**config.mk**
```make
export PLATFORM = sky130hd
export DESIGN_NAME = csa_sbox_share_arb
export DESIGN_NICKNAME = d
export VERILOG_FILES = /design/src/rtl/csa_sbox_share_arb.sv
export SDC_FILE = /design/constraint.sdc
export NUM_CORES = 1
export LEC_CHECK = 0
export ABC_AREA = 1
export CORE_MARGIN = 2
export CORE_UTILIZATION = 51
export CTS_CLUSTER_DIAMETER = 50
export DETAILED_ROUTE_END_ITERATION = 10
export GPL_ROUTABILITY_DRIVEN = 1
export PLACE_DENSITY = 0.81
export SYNTH_ARGS = -nofsm -noshare
export SYNTH_HDL_FRONTEND = slang
export SYNTH_SLANG_ARGS = --single-unit
```
**constraint.sdc**
```tcl
create_clock -name clk -period 4.6 [get_ports clk]
set_clock_uncertainty 0.2 [all_clocks]
set_input_delay 1.15 -clock clk [delete_from_list [all_inputs] [get_ports clk]]
set_output_delay 1.15 -clock clk [all_outputs]
set_load 0.01 [all_outputs]
```
**src/rtl/csa_sbox_share_arb.sv**
```systemverilog
// One registered bank of the seven CSA stream S-boxes shared by two requesters
// through a round-robin req/gnt arbiter; results are tagged back to their port.
module csa_sbox_share_arb #(
  parameter int LAT   = 2,
  parameter int CNT_W = 16
) (
  input  logic             clk,
  input  logic             rst,
  input  logic             req_a,
  input  logic [34:0]      in_a,
  output logic             gnt_a,
  output logic             rsp_vld_a,
  output logic [13:0]      rsp_a,
  input  logic             req_b,
  input  logic [34:0]      in_b,
  output logic             gnt_b,
  output logic             rsp_vld_b,
  output logic [13:0]      rsp_b,
  output logic             busy,
  output logic [CNT_W-1:0] cnt_a,
  output logic [CNT_W-1:0] cnt_b
);

  localparam logic [1:0] SBOX [0:6][0:31] = '{
    '{2,0,1,1,2,3,3,0, 3,2,2,0,1,1,0,3, 0,3,3,0,2,2,1,1, 2,2,0,3,1,1,3,0},
    '{3,1,0,2,2,3,3,0, 1,3,2,1,0,0,1,2, 3,1,0,3,3,2,0,2, 0,0,1,2,2,1,3,1},
    '{2,0,1,2,2,3,3,1, 1,1,0,3,3,0,2,0, 1,3,0,1,3,0,2,2, 2,0,1,2,0,3,3,1},
    '{3,1,2,3,0,2,1,2, 1,2,0,1,3,0,0,3, 1,0,3,1,2,3,0,3, 0,3,2,0,1,2,2,1},
    '{2,0,0,1,3,2,3,2, 0,1,3,3,1,0,2,1, 2,3,2,0,0,3,1,1, 1,0,3,2,3,1,0,2},
    '{0,1,2,3,1,2,2,0, 0,1,3,0,2,3,1,3, 2,3,0,2,3,0,1,1, 2,1,1,2,0,3,3,0},
    '{0,3,2,2,3,0,0,1, 3,0,1,3,1,2,2,1, 1,0,3,3,0,1,1,2, 2,3,1,0,2,3,0,2}
  };

  function automatic logic [13:0] lookup(input logic [34:0] w);
    logic [13:0] r;
    r = '0;
    for (int k = 0; k < 7; k++) r[2*k +: 2] = SBOX[k][w[5*k +: 5]];
    return r;
  endfunction

  // rr_last: 0 = A was granted last, 1 = B was granted last
  logic        rr_last;
  logic [34:0] in_q;
  logic        tag_q;
  logic        v0;
  logic [13:0] sb_out;

  // Strict handshake: gnt_x is a same-cycle, combinational accept of a held req_x.
  assign gnt_a = req_a & (~req_b | rr_last);
  assign gnt_b = req_b & (~req_a | ~rr_last);

  always_ff @(posedge clk or posedge rst) begin
    if (rst) begin
      rr_last <= 1'b1;
      in_q    <= '0;
      tag_q   <= 1'b0;
      v0      <= 1'b0;
    end else begin
      v0 <= gnt_a | gnt_b;
      if (gnt_a | gnt_b) begin
        rr_last <= gnt_b;
        in_q    <= gnt_b ? in_b : in_a;
        tag_q   <= gnt_b;
      end
    end
  end

  assign sb_out = lookup(in_q);

  logic        vld_a_q, vld_b_q;
  logic [13:0] rsp_a_q, rsp_b_q;

  always_ff @(posedge clk or posedge rst) begin
    if (rst) begin
      vld_a_q <= 1'b0;
      vld_b_q <= 1'b0;
      rsp_a_q <= '0;
      rsp_b_q <= '0;
    end else begin
      vld_a_q <= (LAT != 1) && v0 && !tag_q;
      vld_b_q <= (LAT != 1) && v0 && tag_q;
      if (v0 && !tag_q) rsp_a_q <= sb_out;
      if (v0 && tag_q)  rsp_b_q <= sb_out;
    end
  end

  // With LAT=1 the lookup passes straight out; the registers only hold the last result.
  generate
    if (LAT == 1) begin : g_lat1
      assign rsp_vld_a = v0 & ~tag_q;
      assign rsp_vld_b = v0 & tag_q;
      assign rsp_a     = rsp_vld_a ? sb_out : rsp_a_q;
      assign rsp_b     = rsp_vld_b ? sb_out : rsp_b_q;
    end else begin : g_lat2
      assign rsp_vld_a = vld_a_q;
      assign rsp_vld_b = vld_b_q;
      assign rsp_a     = rsp_a_q;
      assign rsp_b     = rsp_b_q;
    end
  endgenerate

  assign busy = v0 | vld_a_q | vld_b_q;

  always_ff @(posedge clk or posedge rst) begin
    if (rst) begin
      cnt_a <= '0;
      cnt_b <= '0;
    end else begin
      if (gnt_a && cnt_a != {CNT_W{1'b1}}) cnt_a <= cnt_a + 1'b1;
      if (gnt_b && cnt_b != {CNT_W{1'b1}}) cnt_b <= cnt_b + 1'b1;
    end
  end

endmodule

```
==> results.cfg, run 1 <==
; synthesis and place-and-route metrics
[timing]
drv_slew = 0
final.min_clock_period_ns = 3.82
fmax_mhz = 262
rsz0062_at_grt = no
finalSetupTns_ns = 0

[placement]
post-place-ws_ns = 0.789
dp.cells = 1069

[logic_synthesis]
common_cells = nand2_1 (347), dfrtp_1 (99), inv_1 (67)
yosysTopAreaCell = dfrtp_1
top_cell = nand2_1
edf_count = 0

[clock_tree]
hold_buffers = 0

[global_route]
grt_pass1_vias = 5335
antenna_found_initial = 0
met2_usage = 0.406

[layout]
n_fill_cell = 942
nets = 1047
n_antenna_cell = 0

[drt]
m1WireLength_um = 6540
drt_iter0_markers = 316
routedWlPerCell_um = 13.6

[run_status]
outcome = complete, no violations

[floorplanning]
row_count = 39
chipArea_um2 = 12700

[power_and_ir_drop]
maxPowerGroup = sequential cells
clkPwrFrac = 0.279
pg_clk_uw = 826

[hold_path]
hold_class = reg -> reg
## run 1: worst max-delay path, delay by kind of cell
| family | cells | cell delay (ns) |
|---|---|---|
| buffers and inverters | 3 | 1.07 |
| AND/OR/NAND/NOR | 2 | 0.24 |
## run 1: state kept, by name (all words and copies together), names as in the netlist
register	cells
rsp_vld_b	1
v0	1
cnt_a	16
rsp_b	14
rr_last	1
rsp_a	14
in_q	35
rsp_vld_a	1
tag_q	1
cnt_b	16
## run 1: path summary, 6_finish.rpt
path	slack, ns	startpoint	end
setup / recovery	0.78	req_a	gnt_b
hold / removal	0.27	rr_last$_DFFE_PP1P_	rr_last$_DFFE_PP1P_
setup reg to reg	2.65	tag_q$_DFFE_PP0P_	rsp_a[10]$_DFFE_PP0P_
hold reg to reg	0.27	rr_last$_DFFE_PP1P_	rr_last$_DFFE_PP1P_
max in group asynchronous	2.27	rst	in_q[13]$_DFFE_PP0P_
min in group asynchronous	1.18	rst	cnt_a[8]$_DFFE_PP0P_
## run 1: layout make-up
| cell class | count | area share |
|---|---|---|
| clock buffer | 9 | 0.0288 |
| clock inverter | 7 | 0.0126 |
| inverter | 71 | 0.0344 |
| multi-input combinational | 612 | 0.399 |
| sequential | 100 | 0.320 |
| tap | 143 | 0.0229 |
| timing repair buffer | 143 | 0.182 |
## run 1: kinds of logic (layout without fill, tap and decap cells)
| family | after synthesis | in the layout | share of synthesized area |
|---|---|---|---|
| DFF | 100 | 100 | 0.415 |
| xor gates and xnor gates | 15 | 15 | 0.0218 |
| buffers and inverters | 92 | 230 | 0.0664 |
| and+or+nand+nor | 469 | 469 | 0.324 |
| AOI/OAI and AO/OA | 92 | 92 | 0.0972 |
| adders and majority gates | 36 | 36 | 0.0748 |
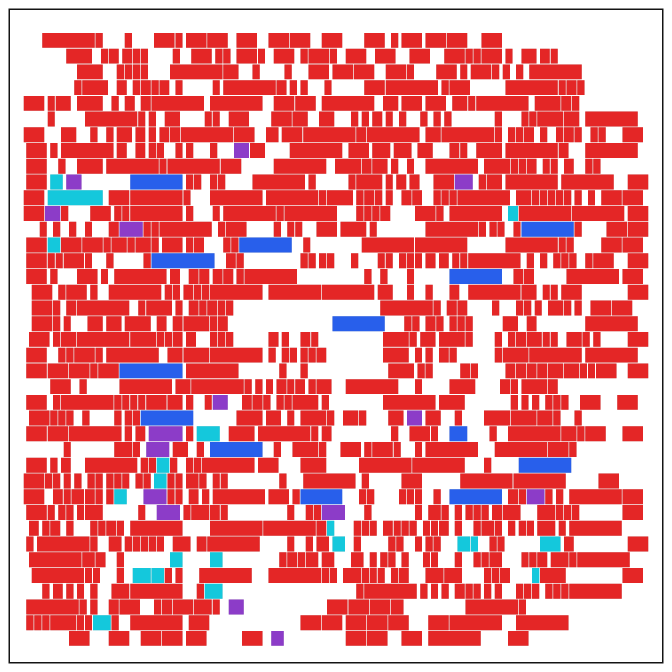
run_1/drive_strength.png
size	color	cells	most used
drive 3 to 4	purple	15	buf_4
drive 1 or less	red	894	nand2_1
drive 2	cyan	20	nand2_2
drive 6 and up	blue	13	clkbuf_16
Final WS setup: 0.785 ns
post-route cell area: 7820 um^2
area delta synth->final: 29.7%
Non-Clock Buffer Count: 143

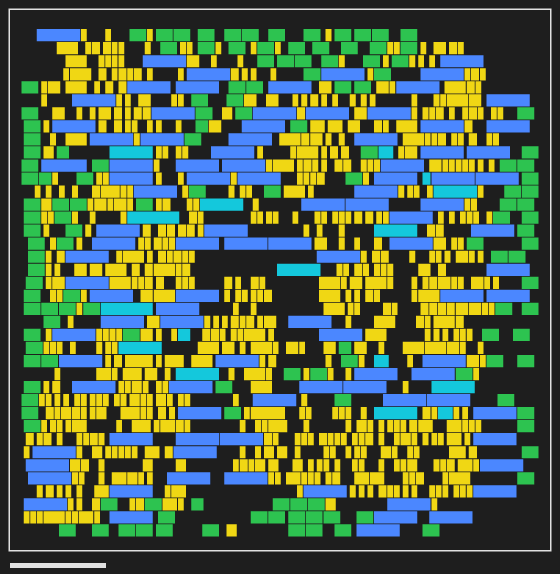
run_1/cell_classes.png
Bar = 20 um.
class	color	cells
clock drivers and dummy loads	cyan	16
other buffers and delay cells	green	143
flip-flops	blue	100
all other logic	yellow	683

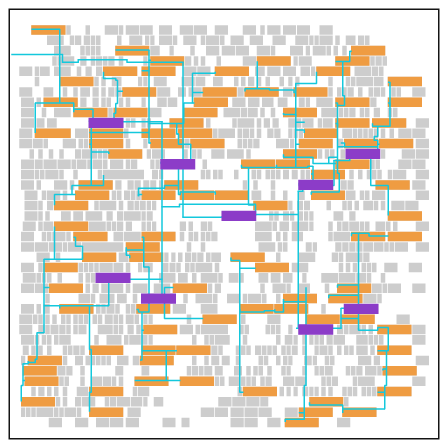
run_1/clock_map.png
[flip-flops] orange | count: 100
[cells driving clock nets] purple | count: 9
[clock wires] cyan | length: 1260 um
routed clock nets	10
flops lie	all over the die

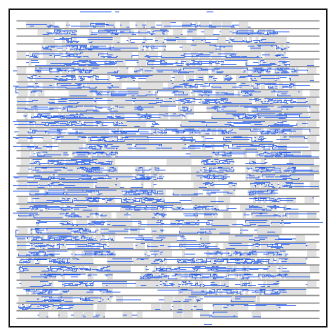
run_1/met1.png
Supply wires on this layer in gray.
share of all routed wire	44%
nets with wire on the layer	896
wire length on this layer	6540 um

run_1/final_clocks.png
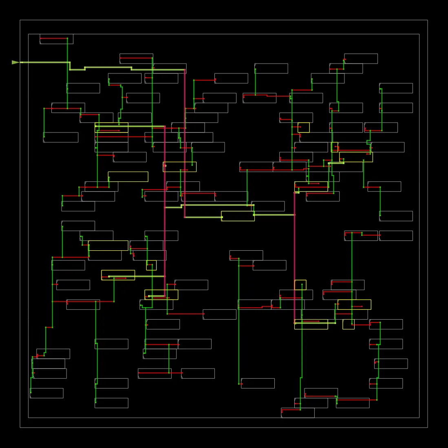

==> run 2, diff against run 1 <==
==> constraint.sdc (replaced) <==
create_clock -name clk -period 3.9 [get_ports clk]
set_clock_uncertainty 0.2 [all_clocks]
set_input_delay 0.975 -clock clk [delete_from_list [all_inputs] [get_ports clk]]
set_output_delay 0.975 -clock clk [all_outputs]
set_load 0.01 [all_outputs]
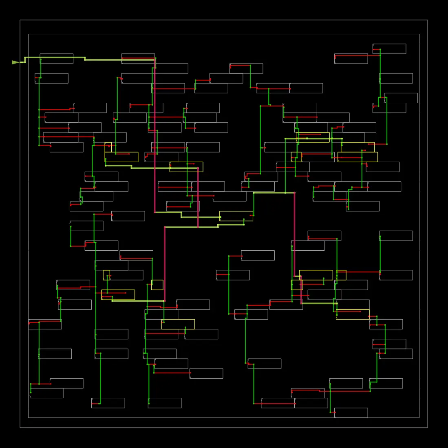
run_2/final_clocks.png
worst skew pair latency: 0.35 ns
CTS Buf Count: 9

==> run 2 against run 1 <==
Die area stayed put. Non-clock buffer count is 1 higher. Sequential power is 17% higher. First-iteration DRC count is 17% lower. Clock power is about 10% higher. Worst hold slack better by 0.0035 ns. Sequential share of layout area hardly changed. Global-route usage is 0.17 points higher. Area after synthesis stayed put. Synthesized cell count stayed put. Critical path depth stayed put. Critical path type unchanged. Highest routed layer unchanged.
==> results.cfg, run 2 <==
; synthesis and place-and-route metrics
[placement]
post-place-ws_ns = 0.437
dp.cells = 1070

[layout]
nets = 1048
n_antenna_cell = 0
area_growth_pct = 29.6
largest_register = in_q
final_area_um2 = 7810
n_fill_cell = 953
reg_top3 = in_q x35, cnt_a x16, cnt_b x16

[logic_synthesis]
ys_sh_simple = 0.324
common_cells = nand2_1 (347), dfrtp_1 (99), inv_1 (67)
yosysTopAreaCell = dfrtp_1
netlist_logic_family_top = simple AND/OR/NAND/NOR gates
aoi_share = 0.0972
ys_sh_xor = 0.0218
mux_area_frac = 0

[worst_setup_path]
r2r_slack_ns = 1.95
path_delay_family = buffers and inverters
reg2reg_to = cnt_a[11]$_DFFE_PP0P_
crit_buf_inv = 3

[clock_tree]
hold_buffers = 0

[global_route]
grt_pass1_vias = 5476

[timing]
drv_slew = 0
tightest_slew_ns = 0.648
rsz0062_at_grt = no
final.min_clock_period_ns = 3.47
final.setup.worst_slack_ns = 0.429
fmax_mhz = 288
finalSetupTns_ns = 0

[drt]
m1WireLength_um = 6600
routedWlPerCell_um = 13.6
drt_iter0_markers = 262
wl_met3_um = 839

[run_status]
outcome = complete, no violations

[hold_path]
hold-path-endpoint = rr_last$_DFFE_PP1P_

[floorplanning]
chipArea_um2 = 12700
row_count = 39
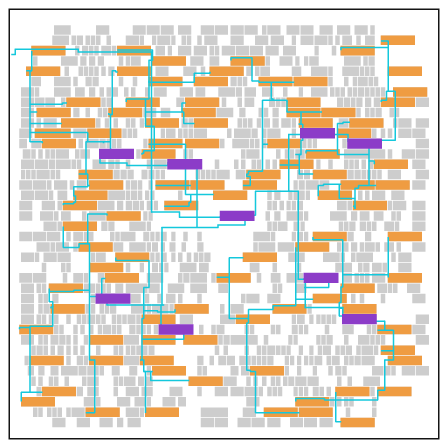
run_2/clock_map.png
[flip-flops] orange | count: 100
[cells driving clock nets] purple | count: 9
[clock wires] cyan | length: 1290 um
flops lie	all over the die
routed clock nets	10
clock network fraction of total power: 0.266
Clock Power: 910 uW

-- run 2: cell count changes in the layout (fill, tap and decap cells not counted), sizes merged --
cell / before / now
bufinv: 2 / 1
buf: 5 / 6
inv: 71 / 72
clkinv: 4 / 3
clkinvlp: 1 / 2
-- run 2: logic make-up (layout without fill, tap and decap cells) --
family / Yosys count / after routing
buf+inv: 92 / 231
compound gates: 92 / 92
fa+ha+maj: 36 / 36
simple gates: 469 / 469
xor+xnor: 15 / 15
flops: 100 / 100
-- run 2: layout make-up --
| type | instances | share of cell area |
|---|---|---|
| inverters | 71 | 0.0344 |
| clock inverters | 7 | 0.00929 |
| multi-input cells | 612 | 0.400 |
| clock buffers | 9 | 0.0288 |
| repair buffers | 144 | 0.184 |
| flip-flops and latches | 100 | 0.321 |
| well taps | 143 | 0.0229 |
-- run 2: tightest hold or removal path: stages (launching register included) --
cell	delay (ns)
dfstp_2	0.37
nand2_1	0.05
nand2_1	0.05
-- run 2: metal layers --
metal / GRT usage / vias to the layer above
li1: - / 2847
met1: 0.313 / 2646
met2: 0.402 / 167
met3: 0.0493 / 32
met4: 0.0878 / 0
met5: 0 / -
-- run 2: report_power, final --
group          switching, mW  leakage (nW)  internal [mW]
sequential             0.192          1.25           1.23
combinational          0.551          2.28          0.544
clock                  0.410         0.142          0.500
total                   1.15          3.67           2.27
-- run 2: worst max path at each step --
stage | slack, ns | end | from | depth (start not counted)
6_report | 0.43 | gnt_b | req_a | 5
5_1_grt | 0.36 | gnt_b | req_a | 5
4_1_cts | 0.43 | gnt_b | req_a | 5
3_5_place_dp | 0.44 | gnt_b | req_a | 5
3_3_place_gp | 0.48 | gnt_b | req_a | 5
2_1_floorplan | 0.11 | cnt_a[0]$_DFFE_PP0P_ | rst | 1
run_2/drive_strength.png
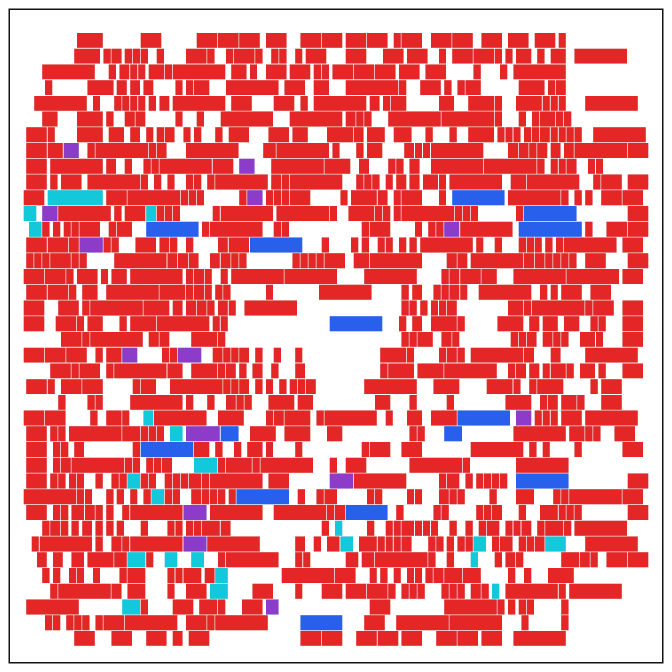

==> run 3, diff against run 2 <==
--- a/config.mk
+++ b/config.mk
@@ -7,11 +7,11 @@
 export LEC_CHECK = 0
 export ABC_AREA = 1
 export CORE_MARGIN = 2
-export CORE_UTILIZATION = 51
+export CORE_UTILIZATION = 53
 export CTS_CLUSTER_DIAMETER = 50
 export DETAILED_ROUTE_END_ITERATION = 10
 export GPL_ROUTABILITY_DRIVEN = 1
-export PLACE_DENSITY = 0.81
+export PLACE_DENSITY = 0.84
 export SYNTH_ARGS = -nofsm -noshare
 export SYNTH_HDL_FRONTEND = slang
 export SYNTH_SLANG_ARGS = --single-unit
==> constraint.sdc (replaced) <==
create_clock -name clk -period 4.3 [get_ports clk]
set_clock_uncertainty 0.2 [all_clocks]
set_input_delay 1.075 -clock clk [delete_from_list [all_inputs] [get_ports clk]]
set_output_delay 1.075 -clock clk [all_outputs]
set_load 0.01 [all_outputs]
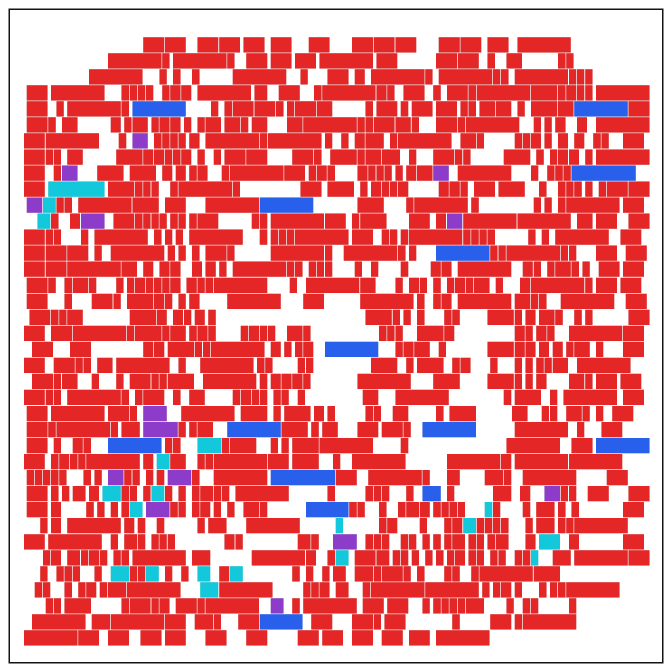
run_3/drive_strength.png
size	color	cells	most used
drive 1 or less	red	894	nand2_1
drive 6 and up	blue	14	clkbuf_16
drive 3 to 4	purple	14	clkinvlp_4
drive 2	cyan	19	nand2_2

==> run 3 against run 2 <==
Core utilization is 3.1 points higher. Non-clock buffer count shrank 2. Register-to-register slack better by 0.40 ns. Largest cell class unchanged. Via count is 2.0% lower. Die area fell by 3.6%. Worst hold slack got worse by 0.0092 ns. Worst setup slack improved by 0.23 ns. Routed wire length is 0.59% lower.
==> results.cfg, run 3 <==
; synthesis and place-and-route metrics
[global_route]
antenna_found_initial = 0

[timing]
finalSetupTns_ns = 0
rsz0062_at_grt = no
fmax_mhz = 275
final.min_clock_period_ns = 3.64
drv_slew = 0
relSlewSlack = 0.559

[run_status]
outcome = complete, no violations

[worst_setup_path]
r2r_slack_ns = 2.35

[layout]
largest_register_ffs = 35
area_growth_pct = 29.7
largest_register = in_q
reg_top3 = in_q x35, cnt_a x16, cnt_b x16
n_antenna_cell = 0

[drt]
routedWlPerCell_um = 13.6

[power_and_ir_drop]
clkPwrFrac = 0.281
switchingPower_mw = 1.05
comb_power_share = 0.314
intPower_mw = 2.12
power_frac_seq = 0.405

[logic_synthesis]
aoi_share = 0.0972
mux_area_frac = 0
netlist_logic_family_top = simple AND/OR/NAND/NOR gates
ys_sh_simple = 0.324
common_cells = nand2_1 (347), dfrtp_1 (99), inv_1 (67)
yosysTopAreaCell = dfrtp_1
top_cell = nand2_1
synth_adder_area_share = 0.0748

[floorplanning]
chipArea_um2 = 12200
row_count = 38

[placement]
post-place-ws_ns = 0.665
dp.cells = 1065

[clock_tree]
clock_latency_ns = 0.36
cts-buffers-inserted = 9
hold_buffers = 0
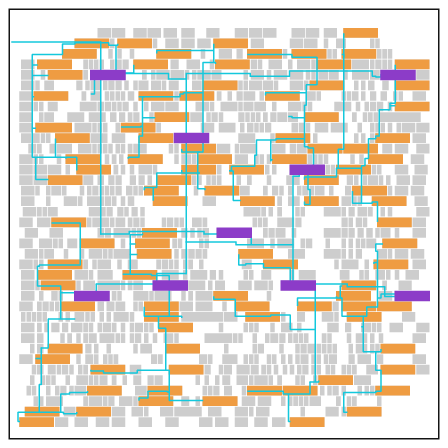
run_3/clock_map.png
[flip-flops] orange | count: 100
[clock wires] cyan | length: 1330 um
[cells driving clock nets] purple | count: 9
routed clock nets	10
flops lie	all over the die

[run 3: cell counts after synthesis]
Identical to the previous run, type by type.
[run 3: final timing paths]
check	startpoint	to	depth (start not counted)
worst max-delay path	req_a	gnt_b	5
worst min-delay path	rr_last$_DFFE_PP1P_	rr_last$_DFFE_PP1P_	2
worst max register to register	v0$_DFF_PP0_	rsp_b[10]$_DFFE_PP0P_	4
worst min register to register	rr_last$_DFFE_PP1P_	rr_last$_DFFE_PP1P_	2
max in group asynchronous	rst	rr_last$_DFFE_PP1P_	3
min in group asynchronous	rst	cnt_a[15]$_DFFE_PP0P_	2
[run 3: per-layer routing]
metal  part of all wire  GRT usage
met4              0.017     0.0700
met5                  0          0
met3              0.055     0.0642
met2               0.48      0.419
met1               0.45      0.318
[run 3: power by group through the flow]
| stage | Combinational [mW] | Sequential [mW] | Clock (mW) |
|---|---|---|---|
| global route | 1.11 | 1.32 | 0.942 |
| finish | 0.995 | 1.28 | 0.892 |
| floorplan | 0.494 | 1.33 | 0 |
| global placement | 0.974 | 1.29 | 0 |
| CTS | 1.00 | 1.28 | 0.904 |
| detailed placement | 0.994 | 1.30 | 0 |
[run 3: layout make-up]
type                       instances  area, um^2  area share
clock buffer                       9         225      0.0288
clock inverter                     7        98.8      0.0126
inverter                          71         269      0.0344
multi-input combinational        612        3120       0.399
sequential                       100        2500       0.320
tap                              140         175      0.0224
timing repair buffer             142        1420       0.182
[run 3: cells by family after synthesis]
| group | Yosys count |
|---|---|
| fa+ha+maj | 36 |
| flops | 100 |
| xor+xnor | 15 |
| simple gates | 469 |
| compound gates | 92 |
| buf+inv | 92 |
[run 3: worst max-delay path: stages]
cell             delay (ns)
clkdlybuf4s50_1        0.45
nand2_1                0.13
nand2_2                0.10
inv_1                  0.08
clkdlybuf4s50_1        0.53
Power is estimated from default activity; no workload was simulated.
